## config.mk

```make
export PLATFORM = sky130hd
export DESIGN_NAME = mdu_pipe_sched
export DESIGN_NICKNAME = d
export VERILOG_FILES = /design/src/rtl/mdu_pipe_sched.sv
export SDC_FILE = /design/constraint.sdc
export NUM_CORES = 1
export LEC_CHECK = 0
export CAP_MARGIN = 20
export CORE_AREA = 2 2 39 41
export CTS_CLUSTER_DIAMETER = 150
export CTS_CLUSTER_SIZE = 40
export DETAILED_ROUTE_END_ITERATION = 6
export DIE_AREA = 0 0 41 43
export MAX_ROUTING_LAYER = met4
export PLACE_DENSITY = 0.73
export SETUP_SLACK_MARGIN = 0.1
export SYNTH_ARGS = -nofsm -noshare
export SYNTH_HDL_FRONTEND = slang
export SYNTH_SLANG_ARGS = --single-unit
```

## constraint.sdc

```tcl
create_clock -name clk -period 2.3 [get_ports clk]
set_input_delay 0.345 -clock clk [delete_from_list [all_inputs] [get_ports clk]]
set_output_delay 0.345 -clock clk [all_outputs]
set_load 0.01 [all_outputs]
```

## src/rtl/mdu_pipe_sched.sv

```systemverilog
// rtl/mdu_pipe_sched.sv - MULT/DIV issue scheduler and pipeline stall/flush merge
// Optional MFHI/MFLO result bypass in the completion cycle: define MDU_HILO_FWD_EN.
module mdu_pipe_sched #(
  parameter int MULT_LAT = 4,
  parameter int DIV_LAT  = 32,
  parameter int CNT_W    = 6
) (
  input  logic clk,
  input  logic rst,
  input  logic id_mdu_req,
  input  logic id_mdu_div,
  input  logic id_hilo_rd,
  input  logic id_hilo_wr,
  input  logic load_use_stall,
  input  logic ex_branch_taken,
  output logic pc_write,
  output logic ifid_write,
  output logic ifid_flush,
  output logic idex_flush,
  output logic mdu_issue,
  output logic mdu_busy,
  output logic hilo_we,
  output logic hilo_fwd
);

  localparam logic [CNT_W-1:0] MULT_CNT = CNT_W'(MULT_LAT - 1);
  localparam logic [CNT_W-1:0] DIV_CNT  = CNT_W'(DIV_LAT - 1);

  typedef enum logic {IDLE, BUSY} state_t;

  state_t           state, state_nxt;
  logic [CNT_W-1:0] cnt, cnt_nxt;
  logic             busy, done, rd_hz, mdu_hz, stall, issue;

  always_ff @(posedge clk or posedge rst) begin
    if (rst) begin
      state <= IDLE;
      cnt   <= '0;
    end else begin
      state <= state_nxt;
      cnt   <= cnt_nxt;
    end
  end

  always_comb begin
    busy = (state == BUSY);
    done = busy && (cnt == '0);
`ifdef MDU_HILO_FWD_EN
    // A read in the completion cycle takes the bypass instead of stalling.
    rd_hz = id_hilo_rd & ~done;
`else
    rd_hz = id_hilo_rd;
`endif
    mdu_hz = busy & (id_mdu_req | rd_hz | id_hilo_wr);
    stall  = load_use_stall | mdu_hz;
    issue  = id_mdu_req & ~stall & ~ex_branch_taken;

    state_nxt = state;
    cnt_nxt   = cnt;
    case (state)
      IDLE: begin
        if (issue) begin
          state_nxt = BUSY;
          cnt_nxt   = id_mdu_div ? DIV_CNT : MULT_CNT;
        end
      end
      BUSY: begin
        if (done) state_nxt = IDLE;
        else      cnt_nxt   = cnt - 1'b1;
      end
      default: state_nxt = IDLE;
    endcase

    pc_write   = 1'b1;
    ifid_write = 1'b1;
    ifid_flush = 1'b0;
    idex_flush = 1'b0;
    mdu_issue  = 1'b0;
    mdu_busy   = busy;
    hilo_we    = done;
`ifdef MDU_HILO_FWD_EN
    hilo_fwd   = done & id_hilo_rd & ~rst;
`else
    hilo_fwd   = 1'b0;
`endif

    // Branch flush wins over any stall; the in-flight op is older and keeps running.
    if (rst) begin
      mdu_busy = 1'b0;
      hilo_we  = 1'b0;
    end else if (ex_branch_taken) begin
      ifid_flush = 1'b1;
      idex_flush = 1'b1;
    end else if (stall) begin
      pc_write   = 1'b0;
      ifid_write = 1'b0;
      idex_flush = 1'b1;
    end else begin
      mdu_issue = issue;
    end
  end

endmodule

```

==> job_summary.md <==
## PnR job results

| Metric | Value |
|---|---|
| Register area | `around 180 µm²` |
| Fin cells | `~89` |
| Slew at the pin with the worst max-slew slack | `just over 0.5 ns` |
| Die span in y | `43 µm` |
| Critical Path AT | `approximately 1.7 ns` |
| Post-DP HPWL | `approximately 900 µm` |
| Max capacitance violation total | `0` |
| YS chip area | `roughly 500 µm²` |
| Number of fill cells in the layout | `roughly 130` |
| CP max stage delay | `0.44 ns` |
| Reg-to-Reg End | `cnt[5]` |
| Pwr Density | `~1100 mW/mm²` |
| Setup WS pre-CTS | `-0.0475 ns` |
| Flops after synth | `7` |
| YS warnings | `0` |
| Status | `completed` |
| Fmax achieved | `around 0.49 GHz` |
| Reg2reg start | `busy` |
| Wirelength per Cell | `13.1 µm` |
| Post-synth EDFFs | `0` |
| Post-synth ARST share | `100%` |
| Log Warnings | `27` |
| Vias in the first global route | `between 400 and 500` |
| Cell-internal power | `around 430 µW` |
| Largest delay contributor family on the critical path | `buffers and inverters` |
| Hold Fails Final Rpt | `0` |
| Sw frac | `approximately two fifths` |
| Reg-to-reg setup timing slack | `slightly below 0.9 ns` |
| Placed Instances | `between 80 and 90` |
| Net Switching | `~300 µW` |
| Routed Wire Length | `~1200 µm` |
| Hold Crit Class | `input port to asynchronous set/reset pin` |
| Post-Syn Area | `approximately 500 µm²` |
| Row count | `14` |
| Maximum vdd drop | `approximately 0.45 mV` |
| Final max-slew violation count | `0` |
-- kinds of logic (layout without fill, tap and decap cells) --
logic type | count (synthesis) | after routing | synth area share [%]
other | 1 | 1 | 0.759
adders and majority gates | 2 | 2 | 5.06
and+or+nand+nor | 23 | 23 | 28.9
muxes | 2 | 2 | 4.05
AOI/OAI and AO/OA | 11 | 11 | 19.0
DFF | 7 | 7 | 35.4
buffers and inverters | 7 | 27 | 6.83
-- power groups by stage --
stage | registers [mW] | logic, mW | clock network (mW)
floorplan | 0.257 | 0.248 | 0
global placement | 0.259 | 0.346 | 0
detailed placement | 0.262 | 0.363 | 0
CTS | 0.261 | 0.361 | 0.115
global route | 0.273 | 0.401 | 0.123
finish | 0.261 | 0.359 | 0.115
-- per-stage QoR --
stage	util, %	setup TNS (ns)
finish	50.1	0
detailed placement	48.4	-0.0939
global placement	48.4	0
global route	50.1	0
floorplan	-	0
CTS	50.1	0
-- Yosys cell counts, types with 2 or more instances --
cell / count / area, µm²
dfrtp_1: 7 / 175
nand2_1: 4 / 15.0
buf_4: 2 / 15.0
nor4_1: 2 / 12.5
inv_1: 5 / 18.8
a21oi_1: 4 / 20.0
ha_1: 2 / 25.0
nor2_1: 8 / 30.0
mux2i_1: 2 / 20.0
or3_1: 2 / 12.5
-- final cells by class --
cell class	count	area share (%)
sequential	7	25.3
inverter	5	2.71
multi-input combinational	39	41.7
timing repair buffer	18	23.6
tap	16	2.89
clock buffer	4	3.79
-- worst max-delay path by stage --
stage / slack [ns] / end / cells after the start
floorplan: 0.69 / hilo_we / 2
global placement: 0.02 / ifid_write / 5
detailed placement: -0.05 / ifid_write / 5
CTS: 0.24 / ifid_write / 5
global route: 0.13 / hilo_we / 3
finish: 0.25 / ifid_write / 5
-- flip-flops by register name, summed over array words and instances (netlist names) --
signal,cells
busy,1
cnt,6
-- timing repair --
action                     CTS  global route
resized                      6             0
setup endpoints to repair    5             0
buffers inserted             0             0
-- worst register-to-register path: stages, from the launching register on --
cell     delay [ns]
dfrtp_1        0.37
buf_4          0.17
nor4b_2        0.51
a21oi_1        0.09
a21o_1         0.19
-- routing by layer --
layer,up-vias,track usage (%),share of wire [%]
met1,203,18.0,44
met3,2,5.24,9.9
met4,0,6.00,1.6
met2,22,23.4,45
li1,229,-,-
met5,-,-,0
floorplan.png
Pins as bars on the die edge. Tap cells in gray.
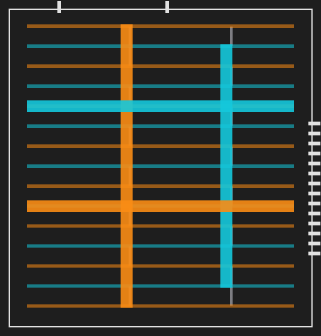
Key: orange = VSS; cyan = VDD
2 straps on met5. 15 met1 rails follow the rows. The core has 14 rows.

class_map.png
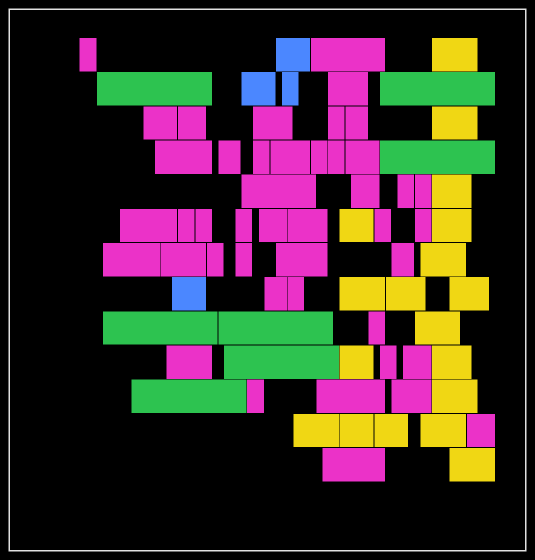
Key: yellow = remaining buffers and delay cells [cells 18, share of their area 24%]; green = registers [cells 7, share of their area 26%]; blue = clock drivers and dummy loads [cells 4, share of their area 3.9%]; magenta = remaining logic cells [cells 44, share of their area 46%]

clock_wires.png
Scale bar: 10 µm.
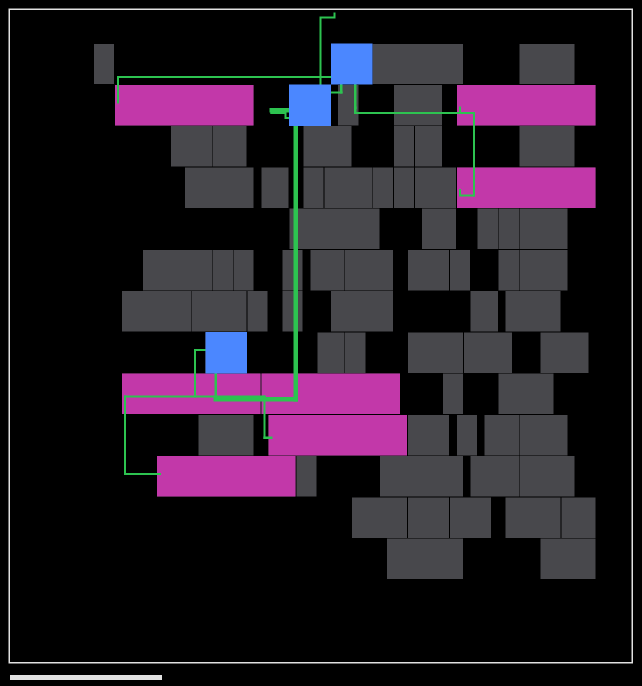
Key: magenta = flip-flops [count 7]; green = clock wires [length 103 µm]; blue = clock-net drivers [count 3]
There are 4 routed clock nets.
clk_skew: 0.00741 ns
clk latency late pin: 0.26 ns
Clk power: 115 µW
Clock Power Share: 15.6%

Power is estimated from default activity; no workload was simulated.
